===== config.mk =====
export PLATFORM = sky130hd
export DESIGN_NAME = freq_meter
export DESIGN_NICKNAME = d
export VERILOG_FILES = /design/src/rtl/freq_meter.sv
export SDC_FILE = /design/constraint.sdc
export NUM_CORES = 1
export LEC_CHECK = 0
export ABC_AREA = 1
export ABC_CLOCK_PERIOD_IN_PS = 2300
export CAP_MARGIN = 25
export CORE_MARGIN = 2
export CORE_UTILIZATION = 30
export DETAILED_ROUTE_END_ITERATION = 10
export RECOVER_POWER = 50
export SLEW_MARGIN = 20
export SYNTH_ARGS = -nofsm -noshare
export SYNTH_HDL_FRONTEND = slang
export SYNTH_SLANG_ARGS = --single-unit

===== constraint.sdc =====
create_clock -name clockIn -period 2.3 [get_ports clockIn]
set_clock_uncertainty 0.2 [all_clocks]
set_input_delay 0.575 -clock clockIn [delete_from_list [all_inputs] [get_ports clockIn]]
set_output_delay 0.575 -clock clockIn [all_outputs]
set_load 0.01 [all_outputs]

===== src/rtl/freq_meter.sv =====
// Gated frequency meter.
// Counts rising edges of an asynchronous input over a fixed window of
// GateCycles clock cycles and publishes the count once per window.
// Windows run back to back while enable is high, so every input edge
// lands in exactly one window.
module freq_meter #(
    parameter int FrecIn     = 25000000,
    parameter int GateCycles = 25000000,
    parameter int CountWidth = 32
) (
    input  logic                  clockIn,
    input  logic                  resetN,
    input  logic                  enable,
    input  logic                  sigIn,
    output logic [CountWidth-1:0] freqOut,
    output logic                  freqValid,
    output logic                  overflow,
    output logic                  busy
);

    localparam int GW = (GateCycles > 1) ? $clog2(GateCycles) : 1;
    localparam logic [GW-1:0]         GATE_LAST = GW'(GateCycles - 1);
    localparam logic [CountWidth-1:0] CNT_MAX   = '1;

    // A window shorter than two cycles has no room for a terminal cycle.
    if (GateCycles < 2 || FrecIn < 1) begin : g_param_check
        $error("freq_meter: GateCycles must be >= 2 and FrecIn positive");
    end

    typedef enum logic [0:0] {
        ST_IDLE    = 1'b0,
        ST_MEASURE = 1'b1
    } state_t;

    state_t                  r_state;
    logic                    r_s1;
    logic                    r_s2;
    logic                    r_s3;
    logic [GW-1:0]           r_gate_cnt;
    logic [CountWidth-1:0]   r_edge_cnt;
    logic                    r_ovf_acc;
    logic [CountWidth-1:0]   r_freq;
    logic                    r_valid;
    logic                    r_overflow;
    logic                    r_busy;

    logic                    w_edge;
    logic                    w_terminal;
    logic                    w_sat_hit;

    // Saturating increment: the counter sticks at all-ones instead of wrapping.
    function automatic logic [CountWidth-1:0] sat_add(
        input logic [CountWidth-1:0] a,
        input logic                  b
    );
        if (b && (a == CNT_MAX)) begin
            sat_add = a;
        end else begin
            sat_add = a + CountWidth'(b);
        end
    endfunction

    assign w_edge     = r_s2 & ~r_s3;
    assign w_terminal = (r_gate_cnt == GATE_LAST);
    assign w_sat_hit  = w_edge & (r_edge_cnt == CNT_MAX);

    // Two-flop synchronizer plus a history flop for rising-edge detection; runs in every state.
    always_ff @(posedge clockIn or negedge resetN) begin
        if (!resetN) begin
            r_s1 <= 1'b0;
            r_s2 <= 1'b0;
            r_s3 <= 1'b0;
        end else begin
            r_s1 <= sigIn;
            r_s2 <= r_s1;
            r_s3 <= r_s2;
        end
    end

    // Window control FSM: gate counter, edge counter and registered result outputs.
    always_ff @(posedge clockIn or negedge resetN) begin
        if (!resetN) begin
            r_state    <= ST_IDLE;
            r_gate_cnt <= '0;
            r_edge_cnt <= '0;
            r_ovf_acc  <= 1'b0;
            r_freq     <= '0;
            r_valid    <= 1'b0;
            r_overflow <= 1'b0;
            r_busy     <= 1'b0;
        end else begin
            r_valid <= 1'b0;
            case (r_state)
                ST_IDLE: begin
                    r_gate_cnt <= '0;
                    r_edge_cnt <= '0;
                    r_ovf_acc  <= 1'b0;
                    if (enable) begin
                        r_state <= ST_MEASURE;
                        r_busy  <= 1'b1;
                    end else begin
                        r_state <= ST_IDLE;
                        r_busy  <= 1'b0;
                    end
                end
                ST_MEASURE: begin
                    if (!enable) begin
                        // Abort: partial count is discarded, last result is kept.
                        r_state    <= ST_IDLE;
                        r_busy     <= 1'b0;
                        r_gate_cnt <= '0;
                        r_edge_cnt <= '0;
                        r_ovf_acc  <= 1'b0;
                    end else if (w_terminal) begin
                        // Edge arriving in the terminal cycle still belongs to this window.
                        r_state    <= ST_MEASURE;
                        r_busy     <= 1'b1;
                        r_freq     <= sat_add(r_edge_cnt, w_edge);
                        r_overflow <= r_ovf_acc | w_sat_hit;
                        r_valid    <= 1'b1;
                        r_gate_cnt <= '0;
                        r_edge_cnt <= '0;
                        r_ovf_acc  <= 1'b0;
                    end else begin
                        r_state    <= ST_MEASURE;
                        r_busy     <= 1'b1;
                        r_gate_cnt <= r_gate_cnt + GW'(1);
                        r_edge_cnt <= sat_add(r_edge_cnt, w_edge);
                        r_ovf_acc  <= r_ovf_acc | w_sat_hit;
                    end
                end
                default: begin
                    r_state    <= ST_IDLE;
                    r_busy     <= 1'b0;
                    r_gate_cnt <= '0;
                    r_edge_cnt <= '0;
                    r_ovf_acc  <= 1'b0;
                end
            endcase
        end
    end

    assign freqOut   = r_freq;
    assign freqValid = r_valid;
    assign overflow  = r_overflow;
    assign busy      = r_busy;

endmodule


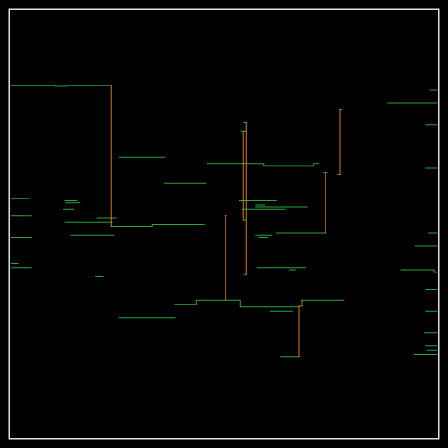
Figure 1: run 1, metal layers overlaid.
Only two layers are drawn.
Key: orange = metal 4 [wire length 204 um]; green = metal 3 [wire length 444 um]

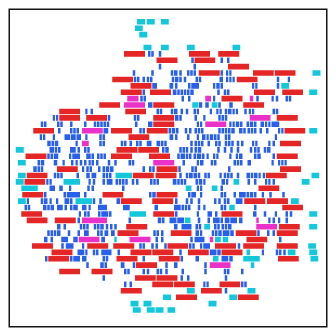
Figure 2: run 1, cell classes on the final placement.
Key: cyan = other buffers and delay cells [cells 58, share of their area 10%]; blue = combinational and other logic [cells 587, share of their area 43%]; magenta = clock drivers and dummy loads [cells 16, share of their area 5.1%]; red = flops [cells 96, share of their area 41%]
Final Cell Area: 6090 um2
final standard cell utilization of the core: 0.368

==> notes.md, run 1 <==
Flow results.

- In this run the VDD rail shows a maximum IR drop of 0.000331 V.
- The I/O pin count is 39.
- The switching part of the total power is 0.216.
- The number of vias per cell is 4.37.
- The combinational fraction of design power is 0.027.
- All stages included, the depth of the critical timing path comes to 1.
- The ratio of total power to cell area is roughly 540 nW/um2.
- The total clock buffers created by CTS is 9.
- The most common cell in the synthesized netlist is sky130_fd_sc_hd__nand2_1.
- The half-perimeter wire length of the detailed placement result is just under 9000 um.
- In the final layout, the fill cell count is 1,783.
- The area share of xor/xnor cells in the synthesized design is 0.0275.
- Of the available clock period, the critical path in the final layout requires 0.913.
- According to the timing report, the critical path is launched from freqOut[13]$_DFFE_PN0P_.
- The portion of synthesized area spent on multiplexers is 0.
- The number of global-route vias before repair is 4,327.
- In the hold report, the worst path ends at r_s2$_DFF_PN0_.
- The script logs the mean routed wire length per placed instance as 12.3 um.
- The maximum net fanout on the critical path is 2.
- Summed over all nets, the switching power comes to 715 uW.
- No sink is reached through more buffers than the 2 on the longest clock path.
- The time the worst path needs with I/O delays and setup is 2.10 ns.
- The depth of the worst register-to-register path is 7.
- For this run, the number of Yosys warnings is 0.
- Yosys attributes the largest share of cell area to sky130_fd_sc_hd__dfrtp_1 (47%), sky130_fd_sc_hd__nand2_1 (20%), sky130_fd_sc_hd__nor2_1 (8.5%).
- The cell type that accounts for the most area after synthesis is sky130_fd_sc_hd__dfrtp_1.
- Per the OpenROAD floorplan log, the area of the core is 16,600 um2.
- The chip area from the yosys synthesis statistics is 5090 um2.
- As reported, the later end of the worst-skew pair has a clock insertion delay of around 0.35 ns.
- STA lists the startpoint of the worst hold path as r_s1$_DFF_PN0_.
- The total routed wirelength is 12,000 um.
- The pin closest to its max-slew limit shows a slew of 0.944 ns.
- The initial antenna violation count was 0.
- The final worst setup slack is 0.200 ns.
- The count of warning messages emitted by the tools is 27.
- Of the total power, registers draw 0.513.
- The power report lists cell-internal power as roughly 2.6 mW.
- For this run, the number of standard cells in the final layout without fillers is 977.
- Yosys mapped a number of flops with a built-in enable equal to 0.
- The sequential element share of the synthesized area is 0.472.
- The type of element capturing the critical path is an output port.
- The worst hold slack is 0.149 ns.
- The flow ran to the end, and the final reports show no timing, DRC or antenna violations.
- Of the total synthesized cell area, the portion taken by AND-OR and OR-AND cells is 0.0288.
- Once detail routing completed, the nets flagged for antenna violations numbered 0.
- On the critical path the largest part of the delay comes from buffers and inverters.
- In the final report, the number of endpoints failing setup comes to 0.
- The number of placed instances, taps included, is between 900 and 1,000.
- Buffers placed on the I/O ports in this run total 38.
- The wire length of the first global-routing pass is 21,100 um.
- The number of buffers and inverters on the critical path is 1.
- The top logic cell family in the synthesized netlist is simple AND/OR/NAND/NOR gates.
- STA classifies the critical path startpoint as a register.
- The post-synthesis async set-or-reset flop share is 1.00.
- Averaged over all synthesized cells, the footprint is 7.28 um2.
- The number of buffers added for setup after CTS is 0.
- The data required time at the worst endpoint is between 1.5 and 2 ns.
- Of the cells placed in the final design, the portion with a size suffix greater than 1 is 0.0647.
- At the worst endpoint, the arrival time is between 1 and 1.5 ns.
- The post-placement setup slack is 0.138 ns.
- Max-slew check failures listed in the final report amount to 0.
- The count of clock tree sinks is 96.
- The most numerous logic cell after layout is sky130_fd_sc_hd__nand2_1.
- The critical register-to-register path endpoint is r_edge_cnt[7]$_DFF_PN0_.
- The number of diodes added for antenna fixing is 0.
- The max capacitance violation total is 0.
- The maximum operating frequency is ~0.48 GHz.
- The leakage power figure is between 2 and 3 nW.
- The adder-cell area share of the yosys netlist is 0.00738.
- The worst register-to-register path begins at r_gate_cnt[0]$_DFF_PN0_.
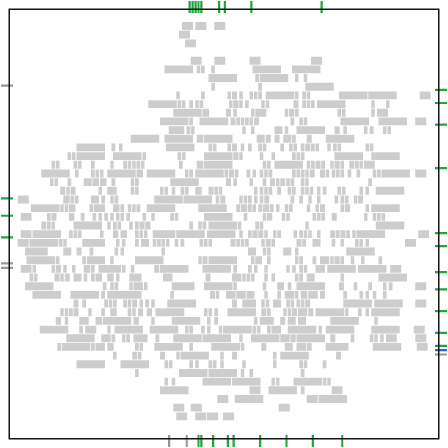
Figure 3: run 1, pin placement.
Pins as bars across the die edge, other pins in gray.
Key: green = `freqOut` [pins 32, direction output, edge 11 east, 9 south, 9 north, 3 west]; blue = `freqValid` [pins 1, direction output, edge east]
All pins by edge: 13 east, 11 south, 9 north, 6 west.
chip height: 134 um
horizontal die size: 134 um

==> run 1: kinds of logic after synthesis <==
| logic type | Yosys count |
|---|---|
| AOI/OAI and AO/OA | 27 |
| xor gates and xnor gates | 16 |
| adders and majority gates | 3 |
| buffers and inverters | 87 |
| DFF | 96 |
| and+or+nand+nor | 470 |
==> run 1: final cells by class <==
cell class | instances | area (um2) | share of cell area
sequential | 96 | 2400 | 0.394
multi-input combinational | 516 | 2250 | 0.370
timing repair buffer | 58 | 597 | 0.0979
tap | 220 | 275 | 0.0452
inverter | 71 | 267 | 0.0437
clock buffer | 11 | 243 | 0.0398
clock inverter | 5 | 56.3 | 0.00924
==> run 1: metal layers <==
| layer | share of wire | vias to the layer above | global-route usage |
|---|---|---|---|
| met4 | 0.017 | 0 | 0.0415 |
| met2 | 0.47 | 77 | 0.244 |
| met1 | 0.48 | 1932 | 0.192 |
| met5 | 0 | - | 0 |
| met3 | 0.037 | 15 | 0.0344 |
| li1 | - | 2250 | - |
==> run 1: power by group through the flow <==
| stage | registers, mW | clock network [mW] | logic [mW] |
|---|---|---|---|
| floorplan | 1.73 | 0 | 0.0297 |
| global placement | 1.73 | 0 | 0.0940 |
| detailed placement | 1.73 | 0 | 0.0948 |
| CTS | 1.70 | 1.57 | 0.0964 |
| global route | 1.70 | 1.64 | 0.103 |
| finish | 1.70 | 1.52 | 0.0882 |
==> run 1: timing repair <==
| item | in CTS | in global routing |
|---|---|---|
| hold endpoints to repair | 3 | 0 |
| resized | 0 | 1 |
| endpoints found under the setup margin | 0 | 2 |
| hold buffers | 1 | 0 |
==> run 1: registers in the layout, summed over array words and instances (netlist names) <==
signal / flops
freqOut: 32
r_edge_cnt: 32
r_gate_cnt: 25
busy: 1
freqValid: 1
overflow: 1
r_ovf_acc: 1
r_s1: 1
r_s2: 1
r_s3: 1
==> run 2: changes to the inputs <==
REMOVE_ABC_BUFFERS = 1   (was unset)
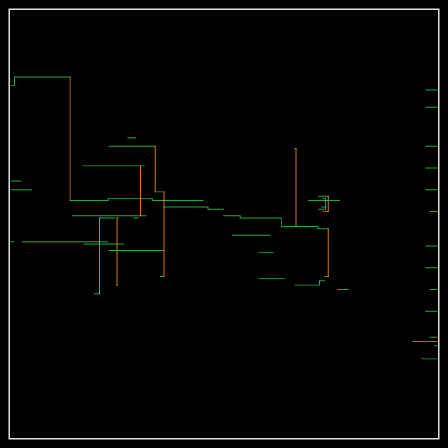
Figure 4: run 2, metal layers overlaid.
Only two layers are drawn.
Key: orange = metal 4 [wire length 188 um]; green = metal 3 [wire length 363 um]

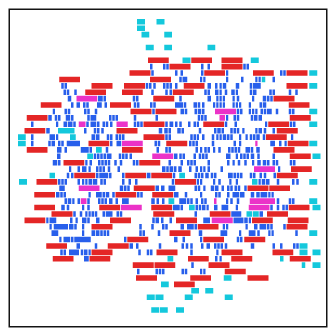
Figure 5: run 2, cell classes on the final placement.
Key: magenta = clock drivers and dummy loads [cells 16, share of their area 5.2%]; blue = combinational and other logic [cells 587, share of their area 44%]; red = flops [cells 96, share of their area 42%]; cyan = other buffers and delay cells [cells 53, share of their area 8.7%]
flop share of the area: 0.399
final standard cell utilization of the core: 0.363
number of rows created at floorplan: 47
Final Cell Area: 6020 um2
Core Footprint: 16,600 um2

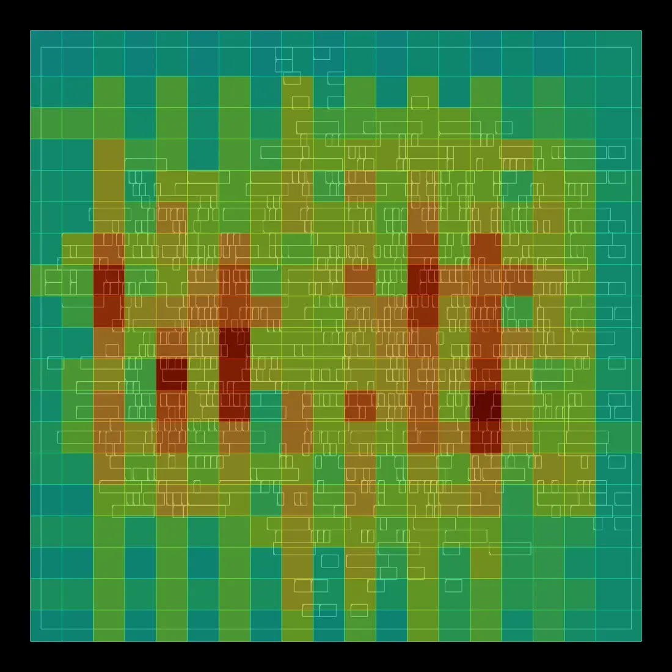
Figure 6: run 2, track usage over the die.
average wire length per cell after detail routing: 12.1 um
Total GRT Usage: 0.141
met3 track utilization from global routing: 0.0265

==> notes.md, run 2 <==
Flow results.

- The clock insertion delay at the later pin of the skew report is 0.35 ns (about the same).
- The count of clock tree sinks is 96 (unchanged).
- The number of max-slew violations in the final report is 0 (unchanged).
- The initial antenna violation count is 0 (unchanged).
- The number of buffers on the longest clock path is 2 (unchanged).
- The die height is 134 um (unchanged).
- The count of warning messages emitted by the tools was 26 (-3.7%).
- The peak supply drop came to 0.000315 V (-4.9%).
- STA classifies the critical path startpoint as a register.
- The power attributed to sequential cells is 1.70 mW (about the same).
- The clock network power came to 1.54 mW (about the same).
- The power dissipated by switching net loads is 727 uW (+1.7%).
- The worst path arrival time is 2.16 ns (+0.84 ns).
- Yosys attributes the largest share of cell area to sky130_fd_sc_hd__dfrtp_1 (47%), sky130_fd_sc_hd__nand2_1 (20%), sky130_fd_sc_hd__nor2_1 (8.5%).
- The average size of a mapped cell came to 7.28 um2 (unchanged).
- The number of non-filler instances in the completed layout was 972 (-0.51%).
- The chip area from the yosys synthesis statistics came to 5090 um2 (unchanged).
- The wire length of the first global-routing pass is 20,600 um (-2.4%).
- On the critical path, the stage with the largest delay is an instance of sky130_fd_sc_hd__dfrtp_1.
- The number of flops mapped to enable cells by yosys is 0 (unchanged).
- The flow ran to the end, and the final reports show no timing, DRC or antenna violations.
- Per the timing report, the most critical flop-to-flop path originates at r_gate_cnt[0]$_DFF_PN0_.
- The number of port buffers is 38 (unchanged).
- The combinational group power is 78.3 uW (-11%).
- The I/O pin count is 39 (unchanged).
- The cell taking the most area after synthesis is sky130_fd_sc_hd__dfrtp_1.
- The total setup violations reported at the end of the flow is 0 (unchanged).
- The worst hold slack was 0.159 ns (+0.00998 ns).
- The capture endpoint of the worst hold path is r_s2$_DFF_PN0_.
- The number of global-route vias before repair was 4,209 (-2.7%).
- The overall die width is 134 um (unchanged).
- Counting instances in the post-synthesis netlist gives the leading cell types as sky130_fd_sc_hd__nand2_1 (275), sky130_fd_sc_hd__nor2_1 (115), sky130_fd_sc_hd__dfrtp_1 (96).
- The pin count of the biggest net entering global routing is around 42.
- The startpoint of the worst hold path is r_s1$_DFF_PN0_.
- The transition time at the pin with the least slew margin is 0.692 ns (-0.253 ns).
- OpenSTA lists the critical path startpoint as r_gate_cnt[0]$_DFF_PN0_.
- STA lists the endpoint of the worst register-to-register path as freqOut[2]$_DFFE_PN0P_.
- The post-cts resize count is 0 (unchanged).
- The max capacitance violation total is 0 (unchanged).
- The combinational fraction of design power is 0.024 (-0.003).
- The internal power is 2.59 mW (-0.12%).
- The post-synthesis async set-or-reset flop share was 1.00 (unchanged).
- The maximum net fanout on the critical path was 34 (+32).
- The main power-consuming group is registers.
- The share of cells above drive strength 1 was 0.0585 (-0.00622).
- The leakage power figure is 2.80 nW (-0.83%).
- The count of synthesis-stage warnings from yosys is 0 (unchanged).
- The filler cell count in the final layout is 1,787 (+0.22%).
- The number of nets with antenna violations after routing is 0 (unchanged).
- The leading register cell type out of synthesis is sky130_fd_sc_hd__dfrtp_1.
- The most common cell in the synthesized netlist is sky130_fd_sc_hd__nand2_1.
- The kind of cell with the highest combined delay along the critical path is simple AND/OR/NAND/NOR gates.
- The part of the power in registers was 0.512 (about the same).
- The sequential element share of the synthesized area was 0.472 (unchanged).
- The half-perimeter wire length of the detailed placement result is 8630 um (-3.0%).
- The depth of the worst register-to-register path came to 8 (+1).
- The remaining design rule violation count is 0.
- The number of buffers and inverters on the critical path is 1 (unchanged).
- The portion of the clock cycle consumed by the worst path in the final layout is 0.901 (-0.0125).
- The post-placement setup slack is 0.186 ns (+0.0476 ns).
- The data required time at the worst endpoint is 2.38 ns (+0.86 ns).
- The total clock buffers created by CTS came to 9 (unchanged).
- The total instance count after detailed placement came to 955 (-0.52%).
- The maximum operating frequency was 0.483 GHz (+1.4%).
- The total routed wirelength came to 11,800 um (-2.4%).
- Note that the worst hold path type here is register to register.
- The switching part of the total power is 0.219 (+0.00301).
- The type of element capturing the critical path is a register.
- The number of diodes added for antenna fixing is 0 (unchanged).
- The most numerous logic cell after layout is sky130_fd_sc_hd__nand2_1.
- The final worst setup slack is 0.229 ns (+0.0286 ns).
- The total of hold buffers inserted after clock tree synthesis came to 1 (unchanged).
run 2: netlist changes by cell type in the layout (fill, tap and decap cells not counted):
| cell | change |
|---|---|
| sky130_fd_sc_hd__nor2_1 | +1 |
| sky130_fd_sc_hd__clkbuf_4 | +2 |
| sky130_fd_sc_hd__clkbuf_2 | +1 |
| sky130_fd_sc_hd__nor2_8 | +1 |
| sky130_fd_sc_hd__clkinvlp_4 | +1 |
| sky130_fd_sc_hd__nand3_2 | -1 |
| sky130_fd_sc_hd__buf_12 | -5 |
| sky130_fd_sc_hd__nand2_1 | -1 |
| sky130_fd_sc_hd__nand2_2 | +1 |
| sky130_fd_sc_hd__buf_4 | -2 |
| sky130_fd_sc_hd__clkinv_2 | -2 |
| sky130_fd_sc_hd__nor2_2 | -2 |
| sky130_fd_sc_hd__nand3_4 | +1 |
run 2: area by class of cell:
cell class                 instances  area [um2]  share of cell area
clock buffer                      12         246              0.0410
clock inverter                     4        53.8             0.00894
inverter                          71         267              0.0443
multi-input combinational        516        2280               0.378
sequential                        96        2400               0.399
tap                              220         275              0.0457
timing repair buffer              53         498              0.0827
run 2: per-layer routing:
| layer | GRT usage | part of all wire | vias to the layer above |
|---|---|---|---|
| li1 | - | - | 2243 |
| met2 | 0.241 | 0.48 | 63 |
| met1 | 0.183 | 0.47 | 1980 |
| met3 | 0.0265 | 0.031 | 22 |
| met4 | 0.0380 | 0.016 | 0 |
| met5 | 0 | 0 | - |
run 2: kinds of logic after synthesis:
family,after synthesis,synth area share
xor gates and xnor gates,16,0.0275
adders and majority gates,3,0.00738
DFF,96,0.472
AOI/OAI and AO/OA,27,0.0288
buffers and inverters,87,0.0797
and+or+nand+nor,470,0.384
==> run 3: changes to the inputs <==
--- a/config.mk
+++ b/config.mk
@@ -11,4 +11,5 @@
 export CORE_MARGIN = 2
-export CORE_UTILIZATION = 30
+export CORE_UTILIZATION = 59
 export DETAILED_ROUTE_END_ITERATION = 10
+export PLACE_DENSITY = 0.8
 export RECOVER_POWER = 50
==> constraint.sdc (replaced) <==
create_clock -name clockIn -period 2.3 [get_ports clockIn]
set_clock_uncertainty 0.2 [all_clocks]
set_input_delay 0.345 -clock clockIn [delete_from_list [all_inputs] [get_ports clockIn]]
set_output_delay 0.345 -clock clockIn [all_outputs]
set_load 0.01 [all_outputs]
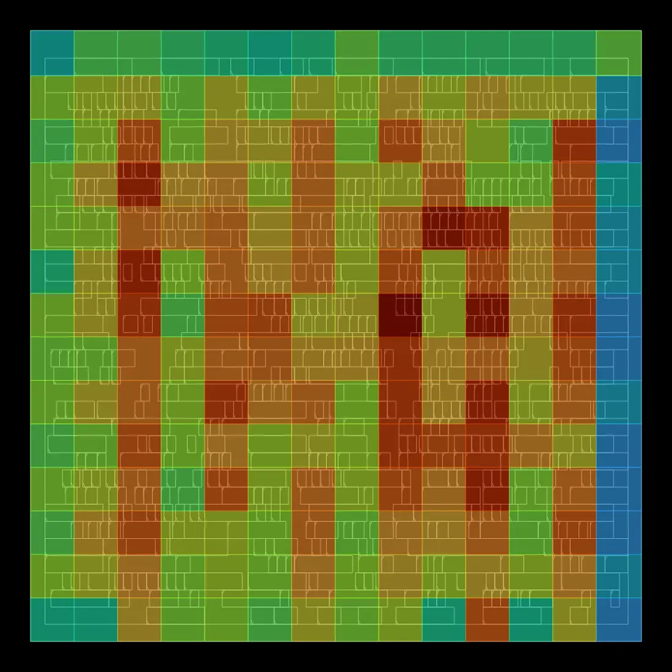
Figure 7: run 3, track usage over the die.
Total GRT Usage: 0.264
met3 track utilization from global routing: 0.0303
final standard cell utilization of the core: 0.695

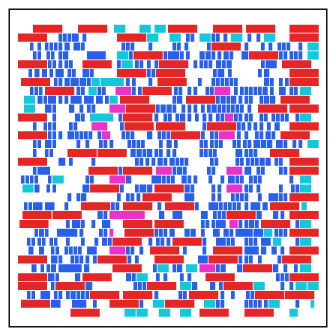
Figure 8: run 3, cell classes on the final placement.
Key: red = flops [cells 96, share of their area 43%]; cyan = other buffers and delay cells [cells 48, share of their area 8.4%]; magenta = clock drivers and dummy loads [cells 16, share of their area 3.7%]; blue = combinational and other logic [cells 587, share of their area 45%]
Final Cell Area: 5770 um2
flop share of the area: 0.416
Core Footprint: 8300 um2

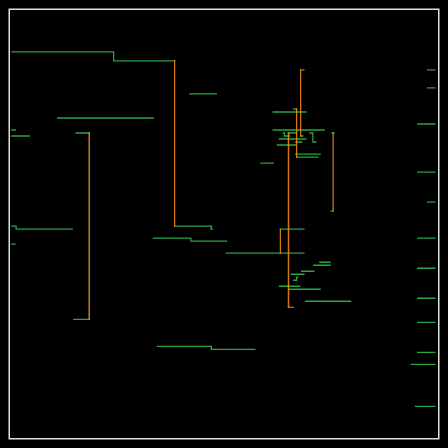
Figure 9: run 3, metal layers overlaid.
Only two layers are drawn.
Key: orange = metal 4 [wire length 168 um]; green = metal 3 [wire length 295 um]

==> notes.md, run 3 <==
Flow results.

- The flow ran to the end, and the final reports show no timing, DRC or antenna violations.
- The worst min-delay path class is register to register.
- The number of port buffers is 38 (unchanged).
- The proportion of synthesized area in mux cells was 0 (unchanged).
- The number of max-slew violations in the final report was 0 (unchanged).
- The post-cts resize count came to 0 (unchanged).
- The final worst setup slack was 0.262 ns (+0.0330 ns).
- The maximum operating frequency came to 0.491 GHz (+1.6%).
- The routed layout has 4,331 vias.
- The chip area from the yosys synthesis statistics is 5090 um2 (unchanged).
- The average size of a mapped cell came to 7.28 um2 (unchanged).
- Sorting the synthesis cell report by count puts at the top sky130_fd_sc_hd__nand2_1.
- The worst hold path was traced through 0 stages.
- The leading register cell type out of synthesis is sky130_fd_sc_hd__dfrtp_1.
- The clock network power came to 1.15 mW (-25%).
- The count of clock tree sinks is 96 (unchanged).
- The number of diodes added for antenna fixing came to 0 (unchanged).
- The data required time at the worst endpoint is 2.34 ns (-0.04 ns).
- The timing report gives the worst reg2reg path a setup slack of 0.26 ns.
- The share of cells above drive strength 1 was 0.0589 (+0.000392).
- The summed instance area of the synthesized netlist is 5090 um2.
- The wire length of the first global-routing pass was 20,200 um (-1.8%).
- The max capacitance violation total is 0 (unchanged).
- The depth of the worst register-to-register path is 11 (+3).
- The remaining design rule violation count is 0 (unchanged).
- The count of warning messages emitted by the tools is 26 (unchanged).
- The cell taking the most area after synthesis is sky130_fd_sc_hd__dfrtp_1.
- The peak supply drop was 0.000307 V (-2.4%).
- The count of synthesis-stage warnings from yosys came to 0 (unchanged).
- The area share of the largest cell type after synthesis is 0.472.
- The synthesized-area fraction occupied by ao, oa, aoi and oai cells is 0.0288 (unchanged).
- TritonCTS built the clock tree.
- The combinational fraction of design power came to 0.027 (+0.003).
- Sorting the synthesized cells by area gives the leading types as sky130_fd_sc_hd__dfrtp_1 (47%), sky130_fd_sc_hd__nand2_1 (20%), sky130_fd_sc_hd__nor2_1 (8.5%).
- The overall die width came to 96.9 um (-28%).
- Synthesis produced a netlist whose cell count is about 700.
- The power dissipated by switching net loads is 656 uW (-9.8%).
- The detailed-route wire length per cell came to 13.6 um (+12%).
- The sequential element share of the synthesized area came to 0.472 (unchanged).
- The total routed wirelength is 11,600 um (-1.7%).
- The half-perimeter wire length of the detailed placement result is 8560 um (-0.78%).
- The top logic cell family in the synthesized netlist is simple AND/OR/NAND/NOR gates.
- The area share of xor/xnor cells in the synthesized design is 0.0275 (unchanged).
- The total of hold buffers inserted after clock tree synthesis is 1 (unchanged).
- The clock insertion delay at the later pin of the skew report is 0.35 ns (about the same).
- The worst register-to-register path begins at r_s3$_DFF_PN0_.
- The combinational group power came to 78.6 uW (about the same).
- The pin count of the biggest net entering global routing is 63 (+50%).
- The worst hold slack is 0.164 ns (+0.00520 ns).
- The number of nets with antenna violations after routing was 0 (unchanged).
- The post-placement setup slack is 0.134 ns (-0.0516 ns).
- The slowest stage of the critical path is the sky130_fd_sc_hd__dfrtp_1 cell.
- The switching part of the total power came to 0.224 (+0.00460).
- The total clock buffers created by CTS is 9 (unchanged).
- Counting instances in the post-synthesis netlist gives the leading cell types as sky130_fd_sc_hd__nand2_1 (275), sky130_fd_sc_hd__nor2_1 (115), sky130_fd_sc_hd__dfrtp_1 (96).
- The worst path arrival time came to 2.08 ns (-0.08 ns).
- The power attributed to sequential cells is 1.70 mW (about the same).
- The main power-consuming group is registers.
- Per the timing report, the most critical flop-to-flop path finishes at freqOut[9]$_DFFE_PN0P_.
- The internal power is 2.27 mW (-12%).
- The capture endpoint of the worst hold path is r_s2$_DFF_PN0_.
- The post-synthesis async set-or-reset flop share is 1.00 (unchanged).
- The dominant cell type by count on the critical path is sky130_fd_sc_hd__nand2_1.
- The maximum net fanout on the critical path is 6 (-82%).
- The number of buffers and inverters on the critical path came to 2 (+1).
- The placed standard-cell area is 5560 um2.
- STA classifies the critical path startpoint as a register.
- The total setup violations reported at the end of the flow came to 0 (unchanged).
- The number of flops mapped to enable cells by yosys is 0 (unchanged).
- The number of non-filler instances in the completed layout came to 852 (-12%).
- The initial antenna violation count is 0 (unchanged).
- The I/O pin count came to 39 (unchanged).
- The adder-cell area share of the yosys netlist was 0.00738 (unchanged).
- The die height came to 96.9 um (-28%).
- The final weighted congestion in routability-driven placement is a little over 0.9.
- The number of buffers on the longest clock path was 2 (unchanged).
- The part of the power in registers was 0.579 (+0.067).
- The number of placement rows is 33 (-30%).
- The number of iterations in the first detailed-routing pass is 4.
- The transition time at the pin with the least slew margin was 0.852 ns (+0.161 ns).
- The startpoint of the worst hold path is r_s1$_DFF_PN0_.
- The top cell type in the final layout, fill and taps aside, is sky130_fd_sc_hd__nand2_1.
- The total instance count after detailed placement was 835 (-13%).
- The timing report attributes the biggest portion of critical-path delay to simple AND/OR/NAND/NOR gates.
- The number of global-route vias before repair is 4,396 (+4.4%).
- The leakage power figure is 2.78 nW (-0.84%).
- The portion of the clock cycle consumed by the worst path in the final layout came to 0.886 (-0.0143).
- The simple-gate portion of the synthesized area came to 0.384 (unchanged).
- The worst setup path is captured at a register.
[run 3: metal layers]
layer / global-route usage / wire [um]
met1: 0.322 / 5020
met2: 0.484 / 6080
met3: 0.0303 / 294
met4: 0.0888 / 167
met5: 0 / 0
[run 3: layout make-up]
| class | instances | area (um2) |
|---|---|---|
| inverter | 71 | 267 |
| fill | 694 | 2530 |
| clock buffer | 12 | 155 |
| sequential | 96 | 2400 |
| timing repair buffer | 48 | 474 |
| clock inverter | 4 | 52.6 |
| tap | 105 | 131 |
| multi-input combinational | 516 | 2290 |
[run 3: worst register-to-register path, stage by stage (launching register included)]
cell	delay (ns)
sky130_fd_sc_hd__dfrtp_1	0.37
sky130_fd_sc_hd__inv_1	0.05
sky130_fd_sc_hd__nand2_1	0.04
sky130_fd_sc_hd__inv_1	0.09
sky130_fd_sc_hd__ha_2	0.24
sky130_fd_sc_hd__nand3_1	0.17
sky130_fd_sc_hd__nor2_2	0.24
sky130_fd_sc_hd__nand2_1	0.12
sky130_fd_sc_hd__xor2_1	0.20
sky130_fd_sc_hd__nand2_1	0.09
sky130_fd_sc_hd__nand2_1	0.07
sky130_fd_sc_hd__nand2_1	0.04
[run 3: how the worst max path moves through the flow]
stage,startpoint,endpoint,slack [ns],cells after the start
after floorplan,r_edge_cnt[13]$_DFF_PN0_,freqOut[17]$_DFFE_PN0P_,-0.05,8
after global placement,r_s3$_DFF_PN0_,freqOut[25]$_DFFE_PN0P_,0.19,13
after detailed placement,r_s3$_DFF_PN0_,freqOut[25]$_DFFE_PN0P_,0.13,13
after CTS,r_s3$_DFF_PN0_,freqOut[9]$_DFFE_PN0P_,0.11,11
after global routing,r_s3$_DFF_PN0_,freqOut[31]$_DFFE_PN0P_,0.04,13
final,r_s3$_DFF_PN0_,freqOut[9]$_DFFE_PN0P_,0.26,11
Power is estimated from default activity; no workload was simulated.
